Run 1, sequential cells coloured by netlist name:
Bar = 20 microns. Other sequential cells in the stronger grey, the rest of the logic in the fainter grey.
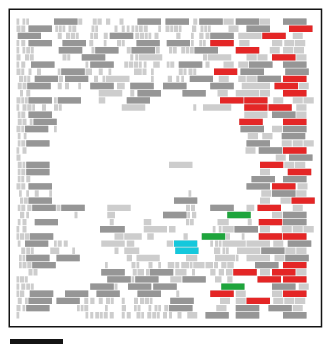
Run 1, clock wires, drivers and flops:
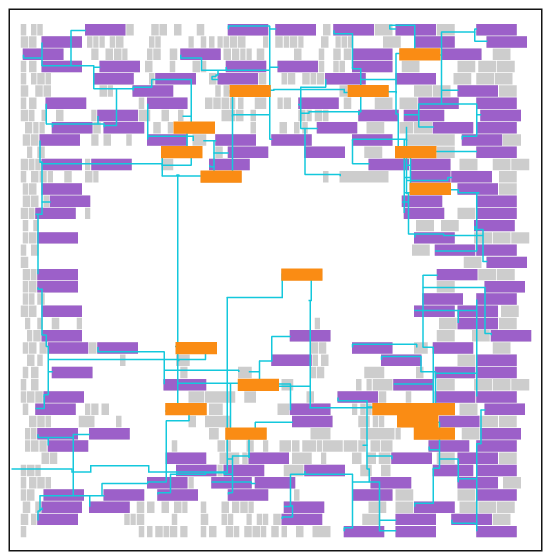
Run 1, placement by cell class:
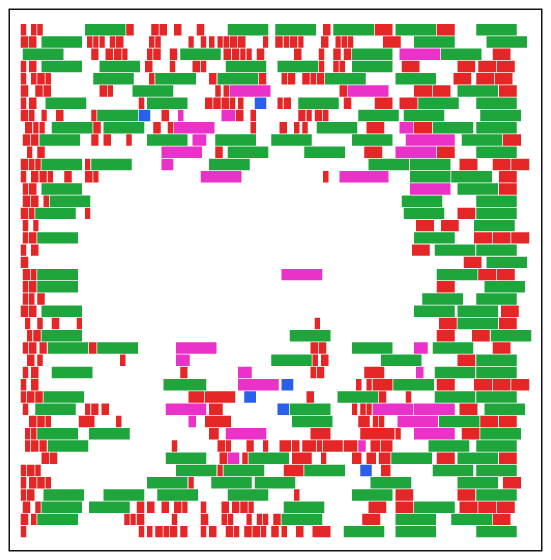
Run 1, cells by drive strength:
Bar = 20 microns.
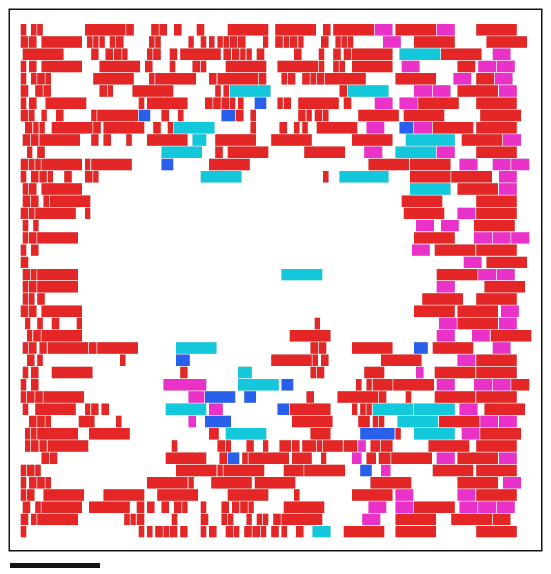
<file path="src/rtl/mem_port_arbiter.sv">
// Two-requester req/ack arbiter sharing one unified instruction/data memory port.
// Build option ARB_FIXED_PRIO_EN: ties always go to port 0 (default build: round-robin).
module mem_port_arbiter #(
    parameter int AW     = 32,
    parameter int DW     = 32,
    parameter int RD_LAT = 1
) (
    input  logic          clk,
    input  logic          reset,
    input  logic          m0_req,
    input  logic          m0_we,
    input  logic [AW-1:0] m0_adr,
    input  logic [DW-1:0] m0_wdata,
    output logic          m0_ack,
    output logic [DW-1:0] m0_rdata,
    input  logic          m1_req,
    input  logic          m1_we,
    input  logic [AW-1:0] m1_adr,
    input  logic [DW-1:0] m1_wdata,
    output logic          m1_ack,
    output logic [DW-1:0] m1_rdata,
    output logic [AW-1:0] mem_adr,
    output logic [DW-1:0] mem_wdata,
    output logic          mem_we,
    input  logic [DW-1:0] mem_rdata,
    output logic          busy,
    output logic          owner
);

    typedef enum logic [1:0] {
        IDLE  = 2'd0,
        ISSUE = 2'd1,
        WAIT  = 2'd2,
        ACK   = 2'd3
    } state_t;

    state_t        state_r;
    state_t        next_state_s;
    logic          grant_valid_s;
    logic          grant_port_s;
    logic          owner_r;
    logic          we_r;
    logic          busy_r;
    logic          mem_we_r;
    logic          m0_ack_r;
    logic          m1_ack_r;
    logic [2:0]    cnt_r;
    logic [AW-1:0] mem_adr_r;
    logic [DW-1:0] mem_wdata_r;
    logic [DW-1:0] m0_rdata_r;
    logic [DW-1:0] m1_rdata_r;
`ifndef ARB_FIXED_PRIO_EN
    logic          last_grant_r;
`endif

    // Winner among the requests presented while idle
    always_comb begin
        grant_valid_s = m0_req | m1_req;
        grant_port_s  = 1'b0;
        if (m0_req && m1_req) begin
`ifdef ARB_FIXED_PRIO_EN
            grant_port_s = 1'b0;
`else
            grant_port_s = ~last_grant_r;
`endif
        end else if (m1_req) begin
            grant_port_s = 1'b1;
        end else begin
            grant_port_s = 1'b0;
        end
    end

    // Next-state logic
    always_comb begin
        next_state_s = state_r;
        case (state_r)
            IDLE: begin
                if (grant_valid_s) next_state_s = ISSUE;
                else               next_state_s = IDLE;
            end
            ISSUE: begin
                if (we_r) next_state_s = ACK;
                else      next_state_s = WAIT;
            end
            WAIT: begin
                if (cnt_r == 3'd1) next_state_s = ACK;
                else               next_state_s = WAIT;
            end
            ACK:     next_state_s = IDLE;
            default: next_state_s = IDLE;
        endcase
    end

    // State register and status/handshake outputs, registered off the next state
    always_ff @(posedge clk or posedge reset) begin
        if (reset) begin
            state_r  <= IDLE;
            busy_r   <= 1'b0;
            m0_ack_r <= 1'b0;
            m1_ack_r <= 1'b0;
            cnt_r    <= 3'd0;
        end else begin
            state_r  <= next_state_s;
            busy_r   <= (next_state_s != IDLE);
            m0_ack_r <= (next_state_s == ACK) && !owner_r;
            m1_ack_r <= (next_state_s == ACK) && owner_r;
            if (state_r == ISSUE) begin
                cnt_r <= 3'(RD_LAT);
            end else if (state_r == WAIT) begin
                cnt_r <= cnt_r - 3'd1;
            end
        end
    end

    // Grant capture, memory-side drive and read-data return
    always_ff @(posedge clk or posedge reset) begin
        if (reset) begin
            owner_r     <= 1'b0;
            we_r        <= 1'b0;
            mem_we_r    <= 1'b0;
            mem_adr_r   <= '0;
            mem_wdata_r <= '0;
            m0_rdata_r  <= '0;
            m1_rdata_r  <= '0;
`ifndef ARB_FIXED_PRIO_EN
            last_grant_r <= 1'b1;
`endif
        end else begin
            mem_we_r <= 1'b0;
            if (state_r == IDLE && grant_valid_s) begin
                owner_r <= grant_port_s;
`ifndef ARB_FIXED_PRIO_EN
                last_grant_r <= grant_port_s;
`endif
                // Address/data go straight to the memory-side registers so they hold afterwards
                if (grant_port_s) begin
                    we_r        <= m1_we;
                    mem_we_r    <= m1_we;
                    mem_adr_r   <= m1_adr;
                    mem_wdata_r <= m1_wdata;
                end else begin
                    we_r        <= m0_we;
                    mem_we_r    <= m0_we;
                    mem_adr_r   <= m0_adr;
                    mem_wdata_r <= m0_wdata;
                end
            end
            if (state_r == WAIT && cnt_r == 3'd1) begin
                if (owner_r) m1_rdata_r <= mem_rdata;
                else         m0_rdata_r <= mem_rdata;
            end
        end
    end

    assign m0_ack    = m0_ack_r;
    assign m1_ack    = m1_ack_r;
    assign m0_rdata  = m0_rdata_r;
    assign m1_rdata  = m1_rdata_r;
    assign mem_adr   = mem_adr_r;
    assign mem_wdata = mem_wdata_r;
    assign mem_we    = mem_we_r;
    assign busy      = busy_r;
    assign owner     = owner_r;

endmodule

</file>
<file path="config.mk">
export PLATFORM = sky130hd
export DESIGN_NAME = mem_port_arbiter
export DESIGN_NICKNAME = d
export VERILOG_FILES = /design/src/rtl/mem_port_arbiter.sv
export SDC_FILE = /design/constraint.sdc
export NUM_CORES = 1
export LEC_CHECK = 0
export ABC_CLOCK_PERIOD_IN_PS = 4810
export CORE_AREA = 2 2 116 118
export CTS_CLUSTER_DIAMETER = 200
export DETAILED_ROUTE_END_ITERATION = 10
export DIE_AREA = 0 0 118 120
export DONT_BUFFER_PORTS = 1
export MAX_ROUTING_LAYER = met4
export PLACE_DENSITY = 0.66
export SLEW_MARGIN = 30
export SYNTH_ARGS = -nofsm -noshare
export SYNTH_HDL_FRONTEND = slang
export SYNTH_SLANG_ARGS = --single-unit
</file>
<file path="constraint.sdc">
create_clock -name clk -period 4.81 [get_ports clk]
set_input_delay 0.962 -clock clk [delete_from_list [all_inputs] [get_ports clk]]
set_output_delay 0.962 -clock clk [all_outputs]
set_load 0.03 [all_outputs]
</file>
==> flow_summary.yaml, run 1 <==
# generated from flow reports
synth:
  yosysTopAreaCell: "dfrtp_1"
  ys_seq_elements: 140
  edf_count: 0
  synth_warnings: 0
  flop_cell: "dfrtp_1"
  yosys_area_sq_um: 5850
  synth_seq_share_pct: 59.9
  synth_top_area_share_pct: 59.5
  synth_area_sq_um: 5850
  syn_nets: 709
  top_cells_by_area: "dfrtp_1 59%, mux2_2 12%, a21oi_1 11%, nor2_1 4.6%, nand2_1 4.2%"
  ys_types: 29
  synth_cells: 537
detailed_routing:
  detail_route.iter0.violations: 260
  drtPass1Iterations: 4
  viasPerCell: 5.71
  vias: 4080
  finalWirelength_microns: 14200
  drc_errors: 0
clock_tree:
  clk_pin_slew_ns: 0.06
  clock_latency_ns: 0.41
  h-tree-depth: 4
  clock_sinks: 140
  cts_tree: "yes"
  clockBufferDepth: 2
  hold_buffers: 0
  post_cts_buffers: 0
  cts_inserted_buffers: 17
  post_cts_resized: 0
  root_buffer: "clkbuf_16"
sta:
  setup_viol: 0
  max_slew.worst_pin.slew_ns: 0.728
  max_freq_mhz: 493
  max-slew-margin-rel_pct: 51.5
  rsz0062_at_grt: "false"
  finalMaxSlewViolations: 0
  min_period_ns: 2.03
  clock_skew_ns: 0.0101
  holdWs_ns: 0.529
  timing.final.hold_violations: 0
  finalCritPeriodShare_pct: 42.2
global_routing:
  grt.total_usage_pct: 20.7
  gr-total-overflow: 0
  grt_pass1_wl_microns: 22200
  antenna_found_initial: 0
  grt_max_degree: 112
  grt_pass1_vias: 4117
worst_setup_path:
  cp_num_buf_inv: 2
  endpoint_kind: "register"
  slowest_delay_ns: 0.55
  slowest_stage: "buf_4"
  worst_ep_required_time_ns: 5.14
  critPathKind: "reg2reg"
  crit_fanout: 54
  r2r_cells: 6
  path_cells: "inv_1 > ha_1 > o21a_2 > buf_4 > nor2_1 > a21oi_1"
  r2r_end: "mem_wdata[15]"
  reg2reg_from: "state_r[0]"
  crit_family: "buffers and inverters"
die:
  fp_util_pct: 45.1
  chipArea_sq_um: 14200
  die_x_microns: 118
finish:
  lay_top_count: "dfrtp_1"
  final_cell_mix: "139 x dfrtp_1, 131 x a21oi_1, 71 x nor2_1, 66 x nand2_1, 60 x mux2_2"
  mi_logic_area_sq_um: 2130
  antennaDiodeCount: 0
hold_path:
  min-delay-path-class: "in2async"
placement:
  gp_congestion: 0.779
  io_buffers: 0
  dp_hpwl_microns: 10100
power:
  power_leakage_uw: 0.00284
  pwr_density_cell_nw_per_um2: 905
  ir_drop_uv: 383
flow_run:
  openroad.warnings: 32
  maxCapViolCount: 0
outcome:
  status: "completed"
-- 'sequential cells coloured by netlist name' (at the start) --
legend:
  red:
    signal: m1_rdata
    placed_flops: 32
    where: a vertical strip on the right
  cyan:
    signal: state_r
    placed_flops: 2
  green:
    signal: cnt_r
    placed_flops: 3
not coloured: 103
post-layout util: 50.1%
flop share of the area: 53.9%
Seq group: 3360 uW
register area: 3500 sq um

-- 'clock wires, drivers and flops' (at the start) --
legend:
  cyan:
    item: clock wires
    length: 1,660 microns
  orange:
    item: clock drivers
    count: 17
  purple:
    item: flip-flops
    count: 140
routed clock nets: 18
flops lie: spread over the die

-- 'placement by cell class' (at the start) --
legend:
  magenta:
    class: clock drivers and dummy loads
    cells: 31
    share_of_their_area: 9.1%
  green:
    class: sequential cells
    cells: 140
    share_of_their_area: 56%
  blue:
    class: remaining buffers and delay cells
    cells: 6
    share_of_their_area: 0.72%
  red:
    class: combinational and other logic
    cells: 362
    share_of_their_area: 34%
Cell Rows: 42
Design Area, Final: 6510 sq um
core area: 13,000 sq um

-- 'cells by drive strength' (at the start) --
legend:
  red:
    size: _0 and _1 cells
    cells: 434
  cyan:
    size: _6 and larger
    cells: 22
  magenta:
    size: _2 cells
    cells: 68
  blue:
    size: _3 and _4 cells
    cells: 15
Final WS setup: 2.78 ns
Signal buffers: 6
Layout area overhead: 11.2%

[run 1: metrics by stage]
| stage | worst slack [ns] | std cells | instance area (sq um) | util, % |
|---|---|---|---|---|
| 2_1_floorplan | 0.0968 | 537 | 5850 | - |
| 3_3_place_gp | 2.50 | 684 | 5920 | 45.6 |
| 3_5_place_dp | 2.46 | 684 | 5930 | 45.7 |
| 4_1_cts | 2.76 | 715 | 6500 | 50.1 |
| 5_1_grt | 2.54 | 715 | 6510 | 50.1 |
| 6_report | 2.78 | 715 | 6510 | 50.1 |
[run 1: layout make-up]
cell class	count	share of cell area, %
Clock buffer	18	6.60
Clock inverter	13	2.19
Inverter	6	0.462
Multi-Input combinational cell	356	32.8
Sequential cell	140	53.9
Tap cell	176	3.38
Timing Repair Buffer	6	0.692
[run 1: state kept, by name (all words and copies together) (netlist names)]
| name | flops |
|---|---|
| we_r | 1 |
| m0_ack | 1 |
| owner | 1 |
| mem_wdata | 32 |
| mem_adr | 32 |
| mem_we | 1 |
| busy | 1 |
| m1_rdata | 32 |
| state_r | 2 |
| m0_rdata | 32 |
| cnt_r | 3 |
| last_grant_r | 1 |
| m1_ack | 1 |
[run 1: layer usage]
layer / vias up / track usage [%] / part of all wire, %
met5: - / - / 0
met4: 0 / 7.15 / 1.6
met3: 23 / 6.94 / 9.5
met2: 241 / 33.4 / 50
met1: 2016 / 24.3 / 39
li1: 1800 / - / -
[run 1: logic make-up (layout without fill, tap and decap cells)]
kind of cell	count (synthesis)	in the layout	share of synthesized area [%]
flops	140	140	59.9
mux	65	65	12.5
fa+ha+maj	6	6	1.28
buf+inv	41	43	4.11
compound gates	141	141	12.5
simple gates	144	144	9.73
[run 1: power breakdown]
part	leakage, uW	internal [uW]	switching [uW]
Sequential	0.00160	1770	1590
Combinational	0.000956	575	693
Clock	0.000277	763	494
Run 1, clock routing:
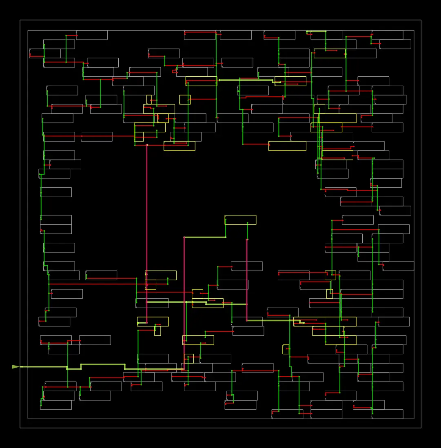

==> run 1 -> run 2 <==
--- a/config.mk
+++ b/config.mk
@@ -5,14 +5,14 @@
 export SDC_FILE = /design/constraint.sdc
 export NUM_CORES = 1
 export LEC_CHECK = 0
-export ABC_CLOCK_PERIOD_IN_PS = 4810
+export ABC_CLOCK_PERIOD_IN_PS = 2000
 export CORE_AREA = 2 2 116 118
 export CTS_CLUSTER_DIAMETER = 200
 export DETAILED_ROUTE_END_ITERATION = 10
 export DIE_AREA = 0 0 118 120
 export DONT_BUFFER_PORTS = 1
 export MAX_ROUTING_LAYER = met4
-export PLACE_DENSITY = 0.66
+export PLACE_DENSITY = 0.64
 export SLEW_MARGIN = 30
 export SYNTH_ARGS = -nofsm -noshare
 export SYNTH_HDL_FRONTEND = slang
==> constraint.sdc (replaced) <==
create_clock -name clk -period 2 [get_ports clk]
set_input_delay 0.4 -clock clk [delete_from_list [all_inputs] [get_ports clk]]
set_output_delay 0.4 -clock clk [all_outputs]
set_load 0.03 [all_outputs]
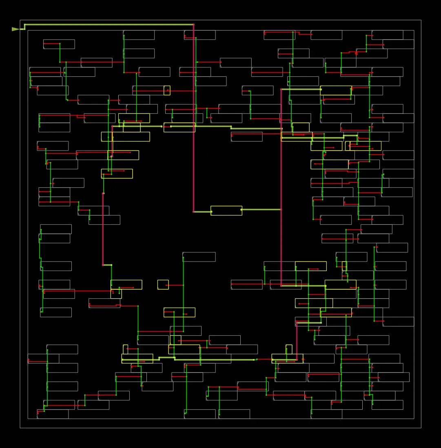
Run 2: clock routing
Worst-Skew Late Latency: 0.41 ns
Clock Sinks: 140
total CTS buffers: 17
clk_skew: 0.00702 ns

==> run 2 against run 1 <==
Compared with the run above: utilization is 1.1 points higher; critical path depth unchanged; die size unchanged; largest power group unchanged; combinational power rose to 2.5 times the previous value; first-iteration DRC count up 15%; clock power increased to 2.5 times the previous value; hold slack worse by 0.52 ns; sequential share of layout area decreased by 1.2 points; flip-flop count did not move; wire length up 1.3%.
==> flow_summary.yaml, run 2 <==
# generated from flow reports
synth:
  synth_top_area_share_pct: 59.5
  ys_cells: 537
  edf_count: 0
  synth_cells: 537
  ys_types: 29
  top_cells_by_area: "dfrtp_1 59%, mux2_2 12%, a21oi_1 11%, nor2_1 4.6%, nand2_1 4.2%"
  synth_warnings: 0
  synth_area_sq_um: 5850
  flop_cell: "dfrtp_1"
  syn_nets: 709
  yosysTopAreaCell: "dfrtp_1"
  synth_seq_share_pct: 59.9
  yosys_area_sq_um: 5850
  ys_seq_elements: 140
clock_tree:
  hold_buffers: 0
  root_buffer: "clkbuf_16"
  post_cts_buffers: 0
  clockBufferDepth: 2
  post_cts_resized: 0
  h-tree-depth: 4
  cts_tree: "yes"
  clk_pin_slew_ns: 0.06
placement:
  dp_hpwl_microns: 10300
  place_ws_ns: 0.277
  gp_congestion: 0.801
  place_area_sq_um: 6050
  io_buffers: 0
  dp.cells: 690
global_routing:
  gr-total-overflow: 0
  grt_max_degree: 91
  grt_pass1_wl_microns: 22000
  grt_pass1_vias: 4091
  grt.total_usage_pct: 20.8
  antenna_found_initial: 0
power:
  ir_drop_uv: 793
  finalPower_uw: 14400
  power_leakage_uw: 0.00291
  pwr_density_cell_nw_per_um2: 2170
finish:
  layout-drive-gt1-share_pct: 20.0
  instances_no_fill: 721
  post-route-util_pct: 51.3
  final_cell_mix: "139 x dfrtp_1, 131 x a21oi_1, 71 x nor2_1, 66 x nand2_1, 60 x mux2_2"
  layout.nets: 705
  lay_top_count: "dfrtp_1"
  syn_to_final_growth_pct: 13.7
  antennaDiodeCount: 0
  stdcell_area_sq_um: 6650
sta:
  rsz0062_at_grt: "false"
  max_freq_mhz: 595
  max_slew.worst_pin.slew_ns: 0.839
  holdWs_ns: 0.00776
  min_period_ns: 1.68
  setup_slack_ns: 0.319
  setup_viol: 0
  finalCritPeriodShare_pct: 84.1
  max-slew-margin-rel_pct: 43.9
  finalMaxSlewViolations: 0
  timing.final.hold_violations: 0
hold_path:
  min-delay-path-class: "in2async"
flow_run:
  maxCapViolCount: 0
  openroad.warnings: 31
detailed_routing:
  drtPass1Iterations: 4
  detail_route.iter0.violations: 300
  drc_errors: 0
  finalWirelength_microns: 14300
  vias: 4053
  viasPerCell: 5.62
die:
  core_area_sq_um: 13000
  chipArea_sq_um: 14200
  fp_util_pct: 45.1
  rows: 42
  die_x_microns: 118
  io-pin-count: 299
worst_setup_path:
  critPathKind: "reg2reg"
  crit_fanout: 38
  endpoint_kind: "register"
  worst_ep_required_time_ns: 2.29
outcome:
  status: "completed"
-- run 2: power by group --
part           internal [uW]  switching [uW]
logic                   1500            1690
registers               4260            3820
clock network           2030            1140
total                   7790            6660
-- run 2: final cells by class --
| type | count | area, sq um |
|---|---|---|
| Inverter | 6 | 26.3 |
| Clock inverter | 9 | 135 |
| Timing Repair Buffer | 12 | 178 |
| Multi-Input combinational cell | 356 | 2130 |
| Clock buffer | 22 | 464 |
| Fill cell | 1142 | 6330 |
| Tap cell | 176 | 220 |
| Sequential cell | 140 | 3500 |
-- run 2: metal layers --
| layer | GRT usage (%) | wire (microns) | up-vias |
|---|---|---|---|
| met5 | - | 0 | - |
| met4 | 7.45 | 233 | 0 |
| met3 | 8.13 | 1370 | 20 |
| met2 | 32.8 | 6990 | 230 |
| met1 | 24.4 | 5730 | 1994 |
| li1 | - | - | 1809 |
-- run 2: worst paths after layout --
| check | startpoint | to | cells past startpoint |
|---|---|---|---|
| worst max-delay path | state_r[0] | mem_wdata[6] | 6 |
| worst max register to register | state_r[0] | mem_wdata[6] | 6 |
| worst min register to register | we_r | we_r | 2 |
| min in group clk | m0_req | last_grant_r | 1 |
| worst min-delay path | reset | m1_rdata[15] | 2 |
| max in group asynchronous | reset | mem_wdata[9] | 2 |
-- run 2: worst max-delay path: stages, from the launching register on --
cell and delay, ns:
dfrtp_1 0.38, inv_1 0.10, ha_1 0.30, o21ai_4 0.27, buf_12 0.26, a21oi_1 0.14, a21oi_1 0.08
-- run 2: cells by family after synthesis --
group	synth area share [%]
buffers and inverters	4.11
AND-OR/OR-AND	12.5
multiplexers	12.5
adder cells (fa/ha/maj)	1.28
AND/OR/NAND/NOR	9.73
flip-flops	59.9
Power and IR drop assume default switching activity.
